[src/rtl/cache_write_buffer_if.sv]
// Bus bundle for the posted-write buffer: cache store port, refill lookup port and memory drain port.
// The slave modport is the buffer; the master modport is the cache/memory environment.
interface cache_write_buffer_if #(
   parameter int ADDR_W = 32,
   parameter int DATA_W = 32
);
   logic              wr_valid;
   logic              wr_ready;
   logic [ADDR_W-1:0] wr_addr;
   logic [DATA_W-1:0] wr_data;
   logic [ADDR_W-1:0] rd_addr;
   logic              rd_fwd_hit;
   logic [DATA_W-1:0] rd_fwd_data;
   logic              mem_req;
   logic [ADDR_W-1:0] mem_addr;
   logic [DATA_W-1:0] mem_data;
   logic              mem_ack;

   modport slave (
      input  wr_valid, wr_addr, wr_data, rd_addr, mem_ack,
      output wr_ready, rd_fwd_hit, rd_fwd_data, mem_req, mem_addr, mem_data
   );

   modport master (
      output wr_valid, wr_addr, wr_data, rd_addr, mem_ack,
      input  wr_ready, rd_fwd_hit, rd_fwd_data, mem_req, mem_addr, mem_data
   );
endinterface

[src/rtl/cache_write_buffer.sv]
// Posted-write FIFO between the write-through cache and memory, with refill forwarding.
// Define WRITE_BUFFER_MERGE_EN to merge stores into an existing entry of the same word address.
module cache_write_buffer #(
   parameter int DEPTH  = 4,
   parameter int ADDR_W = 32,
   parameter int DATA_W = 32
) (
   input  logic                     clk,
   input  logic                     reset,
   cache_write_buffer_if.slave      bus,
   output logic [$clog2(DEPTH):0]   count,
   output logic                     empty,
   output logic                     full
);
   localparam int PW = $clog2(DEPTH);
   localparam int CW = PW + 1;
   localparam int WW = ADDR_W - 2;

   typedef enum logic [1:0] {IDLE, ISSUE, RETIRE} state_e;

   state_e            state_q, state_d;
   logic [PW-1:0]     wr_ptr_q, wr_ptr_d;
   logic [PW-1:0]     rd_ptr_q, rd_ptr_d;
   logic [CW-1:0]     count_q, count_d;
   logic [WW-1:0]     addr_q [DEPTH];
   logic [DATA_W-1:0] data_q [DEPTH];

   logic              push, alloc, pop;
   logic              merge_hit;
   logic [PW-1:0]     merge_idx;
   logic [WW-1:0]     wr_word, rd_word;
   logic              unused_addr_lsbs;

   assign wr_word          = bus.wr_addr[ADDR_W-1:2];
   assign rd_word          = bus.rd_addr[ADDR_W-1:2];
   assign unused_addr_lsbs = ^{bus.wr_addr[1:0], bus.rd_addr[1:0]};

   assign empty = (count_q == '0);
   assign full  = (count_q == CW'(DEPTH));
   assign count = count_q;

`ifdef WRITE_BUFFER_MERGE_EN
   // The head is locked while it is on the memory bus, so a store to it must allocate.
   always_comb begin
      merge_hit = 1'b0;
      merge_idx = '0;
      for (int i = 0; i < DEPTH; i++) begin
         if (CW'(i) < count_q && !(i == 0 && state_q == ISSUE) &&
             addr_q[rd_ptr_q + PW'(i)] == wr_word) begin
            merge_hit = 1'b1;
            merge_idx = rd_ptr_q + PW'(i);
         end
      end
   end
`else
   assign merge_hit = 1'b0;
   assign merge_idx = '0;
`endif

   assign bus.wr_ready = !full || merge_hit;
   assign push         = bus.wr_valid && bus.wr_ready;
   assign alloc        = push && !merge_hit;

   // Scan oldest to youngest so the youngest matching entry wins.
   always_comb begin
      bus.rd_fwd_hit  = 1'b0;
      bus.rd_fwd_data = '0;
      for (int i = 0; i < DEPTH; i++) begin
         if (CW'(i) < count_q && addr_q[rd_ptr_q + PW'(i)] == rd_word) begin
            bus.rd_fwd_hit  = 1'b1;
            bus.rd_fwd_data = data_q[rd_ptr_q + PW'(i)];
         end
      end
   end

   // NOTE: every signal written in always_comb gets a default first, so no path can infer a latch.
   always_comb begin
      state_d = state_q;
      pop     = 1'b0;
      unique case (state_q)
         IDLE:    if (!empty) state_d = ISSUE;
         ISSUE:   if (bus.mem_ack) begin
                     pop     = 1'b1;
                     state_d = RETIRE;
                  end
         RETIRE:  state_d = empty ? IDLE : ISSUE;
         default: state_d = IDLE;
      endcase
   end

   assign bus.mem_req  = (state_q == ISSUE);
   assign bus.mem_addr = bus.mem_req ? {addr_q[rd_ptr_q], 2'b00} : '0;
   assign bus.mem_data = bus.mem_req ? data_q[rd_ptr_q] : '0;

   always_comb begin
      wr_ptr_d = wr_ptr_q + PW'(alloc);
      rd_ptr_d = rd_ptr_q + PW'(pop);
      count_d  = count_q + CW'(alloc) - CW'(pop);
   end

   // NOTE: sequential state uses non-blocking assignments so all registers update from pre-edge values.
   always_ff @(posedge clk or posedge reset) begin
      if (reset) begin
         state_q  <= IDLE;
         wr_ptr_q <= '0;
         rd_ptr_q <= '0;
         count_q  <= '0;
      end else begin
         state_q  <= state_d;
         wr_ptr_q <= wr_ptr_d;
         rd_ptr_q <= rd_ptr_d;
         count_q  <= count_d;
      end
   end

   // NOTE: the entry array is not reset; count_q decides validity and the memory outputs are gated.
   always_ff @(posedge clk) begin
      if (push) begin
         data_q[alloc ? wr_ptr_q : merge_idx] <= bus.wr_data;
         if (alloc) addr_q[wr_ptr_q] <= wr_word;
      end
   end
endmodule
[src/flat_wrapper.sv]
// flat-port wrapper written by rule: the top's interface ports become plain ports
module cache_write_buffer_flat 
#(
   parameter int DEPTH  = 4,
   parameter int ADDR_W = 32,
   parameter int DATA_W = 32
)
  (clk, reset, count, empty, full, bus_wr_valid, bus_wr_addr, bus_wr_data, bus_rd_addr, bus_mem_ack, bus_wr_ready, bus_rd_fwd_hit, bus_rd_fwd_data, bus_mem_req, bus_mem_addr, bus_mem_data);
  cache_write_buffer_if #(.ADDR_W(ADDR_W), .DATA_W(DATA_W)) bus_i ();
  input  logic clk;
  input  logic reset;
  output logic [$clog2(DEPTH):0] count;
  output logic empty;
  output logic full;
  input wire logic [$bits(bus_i.wr_valid)-1:0] bus_wr_valid;
  input wire logic [$bits(bus_i.wr_addr)-1:0] bus_wr_addr;
  input wire logic [$bits(bus_i.wr_data)-1:0] bus_wr_data;
  input wire logic [$bits(bus_i.rd_addr)-1:0] bus_rd_addr;
  input wire logic [$bits(bus_i.mem_ack)-1:0] bus_mem_ack;
  output wire logic [$bits(bus_i.wr_ready)-1:0] bus_wr_ready;
  output wire logic [$bits(bus_i.rd_fwd_hit)-1:0] bus_rd_fwd_hit;
  output wire logic [$bits(bus_i.rd_fwd_data)-1:0] bus_rd_fwd_data;
  output wire logic [$bits(bus_i.mem_req)-1:0] bus_mem_req;
  output wire logic [$bits(bus_i.mem_addr)-1:0] bus_mem_addr;
  output wire logic [$bits(bus_i.mem_data)-1:0] bus_mem_data;
  assign bus_i.wr_valid = bus_wr_valid;
  assign bus_i.wr_addr = bus_wr_addr;
  assign bus_i.wr_data = bus_wr_data;
  assign bus_i.rd_addr = bus_rd_addr;
  assign bus_i.mem_ack = bus_mem_ack;
  assign bus_wr_ready = bus_i.wr_ready;
  assign bus_rd_fwd_hit = bus_i.rd_fwd_hit;
  assign bus_rd_fwd_data = bus_i.rd_fwd_data;
  assign bus_mem_req = bus_i.mem_req;
  assign bus_mem_addr = bus_i.mem_addr;
  assign bus_mem_data = bus_i.mem_data;
  cache_write_buffer #(.DEPTH(DEPTH), .ADDR_W(ADDR_W), .DATA_W(DATA_W)) u_core (.clk(clk), .reset(reset), .bus(bus_i), .count(count), .empty(empty), .full(full));
endmodule
[config.mk]
export PLATFORM = sky130hd
export DESIGN_NAME = cache_write_buffer_flat
export DESIGN_NICKNAME = d
export VERILOG_FILES = /design/src/rtl/cache_write_buffer_if.sv /design/src/rtl/cache_write_buffer.sv /design/src/flat_wrapper.sv
export SDC_FILE = /design/constraint.sdc
export NUM_CORES = 1
export LEC_CHECK = 0
export ABC_AREA = 1
export CAP_MARGIN = 0
export CELL_PAD_IN_SITES_DETAIL_PLACEMENT = 0
export CELL_PAD_IN_SITES_GLOBAL_PLACEMENT = 2
export CORE_MARGIN = 8
export CORE_UTILIZATION = 35
export DETAILED_ROUTE_END_ITERATION = 7
export GPL_TIMING_DRIVEN = 0
export MAX_ROUTING_LAYER = met4
export PLACE_DENSITY_LB_ADDON = 0.3
export SLEW_MARGIN = 10
export SYNTH_ARGS = -nofsm -noshare
export SYNTH_HDL_FRONTEND = slang
export SYNTH_SLANG_ARGS = --single-unit
[constraint.sdc]
create_clock -name clk -period 6.5 [get_ports clk]
set_clock_uncertainty 0.05 [all_clocks]
set_input_delay 1.95 -clock clk [delete_from_list [all_inputs] [get_ports clk]]
set_output_delay 1.95 -clock clk [all_outputs]
set_load 0.01 [all_outputs]
==> run_1/io_placement.png <==
Pins as bars across the die edge, other pins in grey.
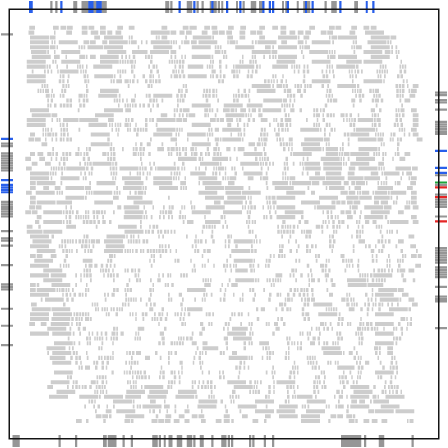
[blue] bus_wr_data | pins: 32 | direction: input | edge: 23 top, 6 left, 3 right
[red] count | pins: 3 | direction: output | edge: right
[green] reset | pins: 1 | direction: input | edge: right
all pins by edge: 68 top, 58 bottom, 43 right, 35 left
Die H: 240 µm
Die W: 240 µm

==> run_1/layer_met4.png <==
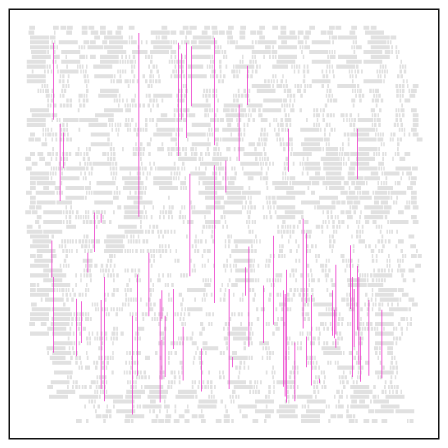
main direction: vertical
longest straight run: 103 µm
share of all routed wire: 2.8%
wire length on this layer: 2350 µm
nets with wire on the layer: 47

==> run_1/flops_by_reg.png <==
Other sequential cells in the stronger grey, the rest of the logic in the fainter grey.
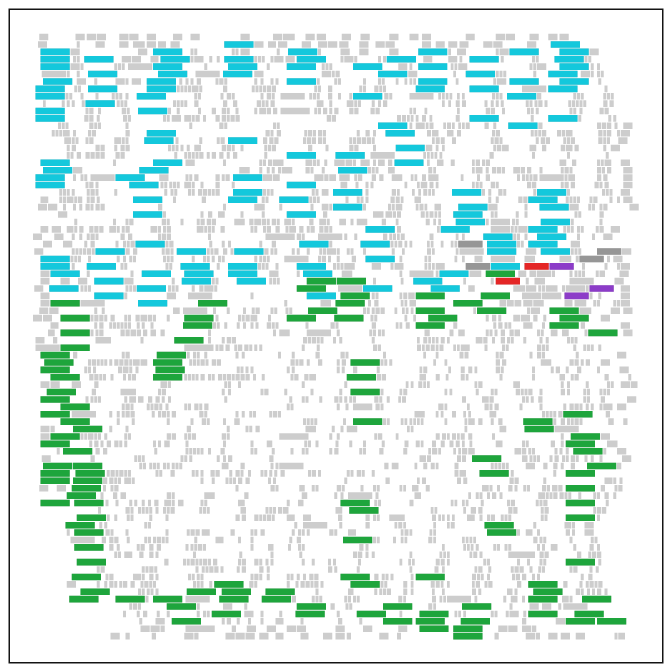
[green] u_core.addr_q | flops: 120
[cyan] u_core.data_q | flops: 128
[red] u_core.wr_ptr_q | flops: 2
[purple] u_core.count | flops: 3
not coloured: 4
Core Util, Final: 43.8%
Seq group: 2.33 mW
fraction of area in registers: 35.2%
sequential cell area: 7670 µm²

==> flow_metrics.tcl, run 1 <==
# yosys + openroad results
set metrics [dict create \
    tritoncts "yes" \
    placed_area_um2 20600 \
    top_power_group "combinational logic" \
    critPathKind "input port to output pin" \
    via_per_inst 5.47 \
    yosysUniqueCellTypes 29 \
    ys_seq_share_pct 43.8 \
    critPathLaunchType "input port" \
    numCtsBuffers 30 \
    clockRootBuffer "clkbuf_16" \
    area_delta_synth_final_pct 24.3 \
    rrSetupSlack_ns 2.77 \
    top_area_cell "edfxtp_1" \
    comb_share_pct 40.1 \
    topCombFamilyByArea "simple AND/OR/NAND/NOR gates" \
    post_cts_buffers 4 \
    area_leaders "edfxtp_1 (42%), nand2_1 (25%), nand3_1 (9.3%), o21ai_0 (3.8%), inv_1 (3.4%)" \
    startpoint "bus_rd_addr[13]" \
    crit_top_cell "nand2_1" \
    syn_area_um2 17500 \
    logic_gates 1955 \
    cts_sinks 257 \
    drcViolationCount 0 \
    syn-mean-instance-area_um2 6.96 \
    port_buffers 197 \
    gr-max-usage-layer "met2" \
    p_sw_share_pct 54.6 \
    final.fill_count 5223 \
    r2r_start "u_core.state_q[0]" \
    first_pass_iters 6 \
    power_density_nw_per_um2 535 \
    ys_ff 257 \
    synth_chip_area_um2 17500 \
    grtUsageMet1_pct 41.8 \
    pwr-share-comb_pct 65.1 \
    pwr-share-seq_pct 20.0 \
    core_area_um2 49800 \
    grt_first_pass_wirelength_um 122000 \
    path_delay_family "buffers and inverters" \
    r2r_end "u_core.count[2]" \
    largest-register "u_core.data_q" \
    pwr.group.combinational_mw 7.60 \
    wl_met1_um 38200 \
    peakVddDrop_v 0.000324 \
    status "finished clean" \
    diodes 1 \
    htreeDepth 1 \
    finalClockPeriodUsage_pct 98.7 \
    fp_util_pct 35.2 \
    worstPathMaxFanout 10 \
    gp_congestion 0.975 \
    yosys_warnings 0 \
    met3_length_um 8440 \
    min_period_ns 6.42 \
    switchingPower_mw 6.37 \
    combGateArea_um2 8750 \
    p_int_mw 5.30 \
    largest_class "logic gates" \
    worstHoldStart "u_core.state_q[0]" \
    flops 257 \
    clk_pin_slew_worst_paths_ns 0.06 \
    max_freq_mhz 156 \
    num_rows 82 \
    ys_sh_mux_pct 1.83 \
    report.final.hold_viol_count 0 \
    setup_tns_ns 0 \
    place_ws_ns -0.719 \
    max-clock-path-buffers 3 \
    slew_headroom_pct 17.2 \
    num-nets-final 2883 \
    met2_length_um 36400 \
    nNonClkBuffers 369 \
    worstSetupPathDepth 14 \
    clock_buffers 37 \
    netlist_instances 2519 \
    synthAoiAreaFrac_pct 7.53 \
    simple_gate_share_pct 38.3 \
    clk_latency_ns 0.59 \
    total_power_mw 11.7 \
    nNonClkInverters 163 \
    pwr-share-clk_pct 14.9 \
    die_area_um2 57500 \
    slowest_delay_ns 0.56 \
    worstHoldEndpoint "u_core.state_q[0]" \
    taps 672 \
    pwr.group.clock_mw 1.73 \
    tool_warnings 32 \
    fin_cells 3470 \
    via_count 19000 \
    critPathCapture "bus_rd_fwd_data[17]" \
    largest_reg_flops 128 \
    detail_route.iter0.violations 2340 \
    grt_overflow 0 \
    track_usage_pct 29.9 \
    final-clk-cell-share_pct 4.54 \
    synth.top_cell.area_share_pct 42.5 \
    fin_ws_ns 0.0813 \
    crit_path_cell_trace "clkdlybuf4s15_2 > inv_1 > nand2_1 > nand2_1 > nor2_1 > nand2_1 > nor2_1 > nand2_1 > nor2_4 > buf_6 > buf_6 > o211ai_1 > nand2_1 > clkdlybuf4s50_1" \
    r2r_cells 12 \
    cp_slowest_cell "clkdlybuf4s50_1" \
    rsz0062_at_grt "false" \
    met2_usage_pct 44.4 \
    crit_arrival_ns 4.42 \
    path_buffers 5 \
    post_drt_wl_per_cell_um 24.6 \
]
[run 1: placed cells by master, fill, tap and decap left out, drive strengths merged, types with 6 or more instances in the layout]
cell           Yosys  routed
nand2           1182    1182
nand3            324     324
edfxtp           248     248
inv              160     161
clkdlybuf4s50      0     160
o21ai            153     153
nor2             137     137
clkbuf            49     122
buf               96     110
o211ai            49      49
a21oi             36      36
mux2i             32      32
xor2              13      13
clkinv             3      12
dlygate4sd2        0       9
dfrtp              9       9
or2                8       8
ha                 6       6
nor3               6       6
[run 1: cells in the mapped netlist (all sizes together)]
cell    count
a21oi      36
buf        96
clkbuf     49
clkinv      3
conb        1
dfrtp       9
edfxtp    248
fa          1
ha          6
inv       160
mux2i      32
nand2    1182
nand3     324
nand3b      1
nand4       4
nor2      137
nor3        6
o211ai     49
o21ai     153
o22ai       1
or2         8
xor2       13
==> run_1/clk_routes.png <==
The bar under the picture is 50 µm long.
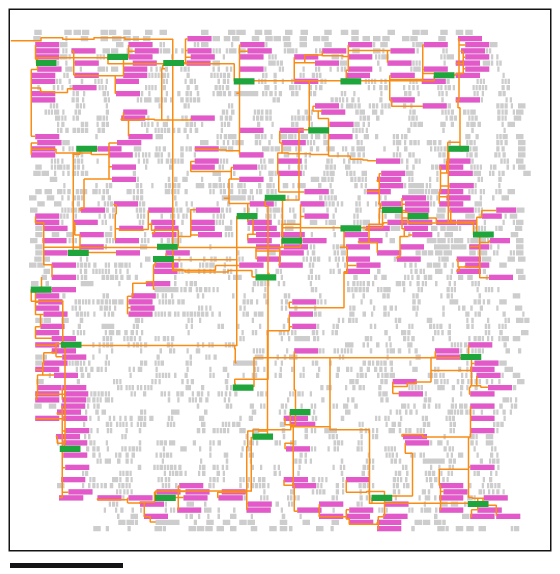

==> inputs of run 2 (changes only) <==
Settings changed: SETUP_SLACK_MARGIN set to 0.2.
==> run_2/clk_routes.png <==
The bar under the picture is 50 µm long.
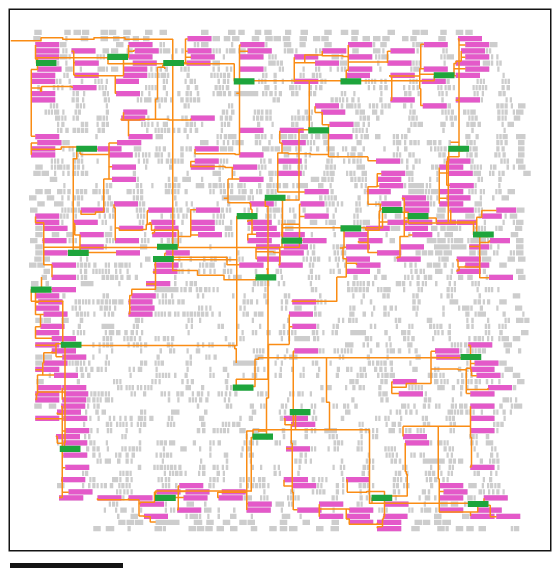
[magenta] flip-flops | count: 257
[green] clock drivers | count: 30
[orange] clock wires | length: 3900 µm
flops lie: all over the die
routed clock nets: 31

==> flow_metrics.tcl, run 2 <==
# yosys + openroad results
set metrics [dict create \
    status "finished clean" \
    ys_sh_mux_pct 1.83 \
    r2r_start "u_core.state_q[0]" \
    lay_top_count "nand2_1" \
    fin_ws_ns 0.102 \
    final.fill_count 5205 \
    seq_share_pct 35.0 \
    synth-edff-count 248 \
    final-clk-cell-share_pct 4.51 \
    num_rows 82 \
    slew_headroom_pct 22.1 \
    flops 257 \
    place_ws_ns -0.719 \
    die_h_um 240 \
    largest_class "logic gates" \
    min_period_ns 6.40 \
    drcViolationCount 0 \
    critPathCapture "bus_rd_fwd_data[7]" \
    total_power_mw 11.7 \
    largest_reg_flops 128 \
    cts_sinks 257 \
    tool_warnings 33 \
    clk_latency_ns 0.60 \
    grt_overflow 0 \
    crit_arrival_ns 4.40 \
    ys_seq_share_pct 43.8 \
    simple_gate_share_pct 38.3 \
    via_count 19000 \
    nNonClkInverters 163 \
    first_pass_iters 5 \
    pwr-share-seq_pct 20.0 \
    core_area_um2 49800 \
    logic_gates 1955 \
    worstPathMaxFanout 10 \
    r2r_end "u_core.count[2]" \
    clk_pin_slew_worst_paths_ns 0.06 \
    startpoint "bus_rd_addr[29]" \
    met2_usage_pct 44.1 \
    rsz0062_at_grt "true" \
    num-nets-final 2886 \
    p_sw_share_pct 54.6 \
    track_usage_pct 29.9 \
    finalClockPeriodUsage_pct 98.4 \
    dieWidth_um 240 \
    met2_length_um 36400 \
    wl_met1_um 38400 \
    ys_ff 257 \
    clock_buffers 37 \
    fin_util_pct 44.1 \
    synth.top_cell.area_share_pct 42.5 \
    max_freq_mhz 156 \
    clockRootBuffer "clkbuf_16" \
    ff_type "edfxtp_1" \
    netlist_instances 2519 \
    netlist_top_cells_count "nand2_1 (1180), nand3_1 (324), edfxtp_1 (248)" \
    crit_path_cell_trace "clkdlybuf4s15_2 > inv_1 > o211ai_1 > nand2_1 > nor2_1 > nand2_1 > nor2_2 > nand2_2 > nor2_4 > buf_8 > buf_6 > o211ai_1 > nand2_1 > clkdlybuf4s50_1" \
    die_area_um2 57500 \
    diodes 1 \
    largest-register "u_core.data_q" \
    yosys_warnings 0 \
    peakVddDrop_v 0.000295 \
    htreeDepth 1 \
    critPathKind "input port to output pin" \
]
==> run_2/io_placement.png <==
Pins as bars across the die edge, other pins in grey.
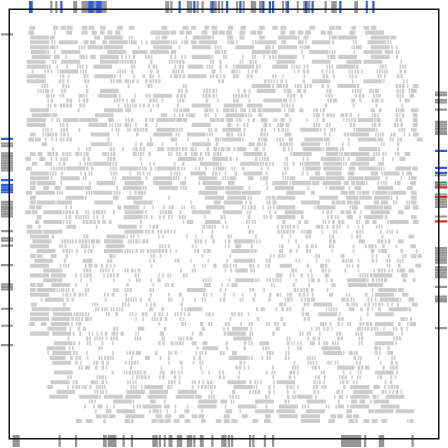
[blue] bus_wr_data | pins: 32 | direction: input | edge: 23 top, 6 left, 3 right
[green] reset | pins: 1 | direction: input | edge: right
[red] count | pins: 3 | direction: output | edge: right
all pins by edge: 68 top, 58 bottom, 43 right, 35 left
Port Buffers: 197

==> run 2: cell counts after synthesis <==
No cell type changed its count.
==> run 2: what timing repair did <==
action | CTS | global route
endpoints found under the setup margin | 33 | 35
gates resized | 189 | 35
pin swaps | 13 | 5
setup buffers | 6 | 2
hold buffers | 0 | 0
==> run 2: power by group through the flow <==
stage / logic (mW) / clock network (mW) / registers [mW]
2_1_floorplan: 4.02 / 0 / 2.33
4_1_cts: 7.41 / 1.76 / 2.33
5_1_grt: 8.16 / 1.82 / 2.36
3_5_place_dp: 7.30 / 0 / 2.36
3_3_place_gp: 7.17 / 0 / 2.40
6_report: 7.60 / 1.74 / 2.33
==> run 2: worst max-delay path: cells and delay by family <==
kind	cells	cell delay, ns
AND/OR/NAND/NOR	7	0.93
buffers and inverters	5	1.22
AND-OR/OR-AND	2	0.29
Power and IR drop assume default switching activity.
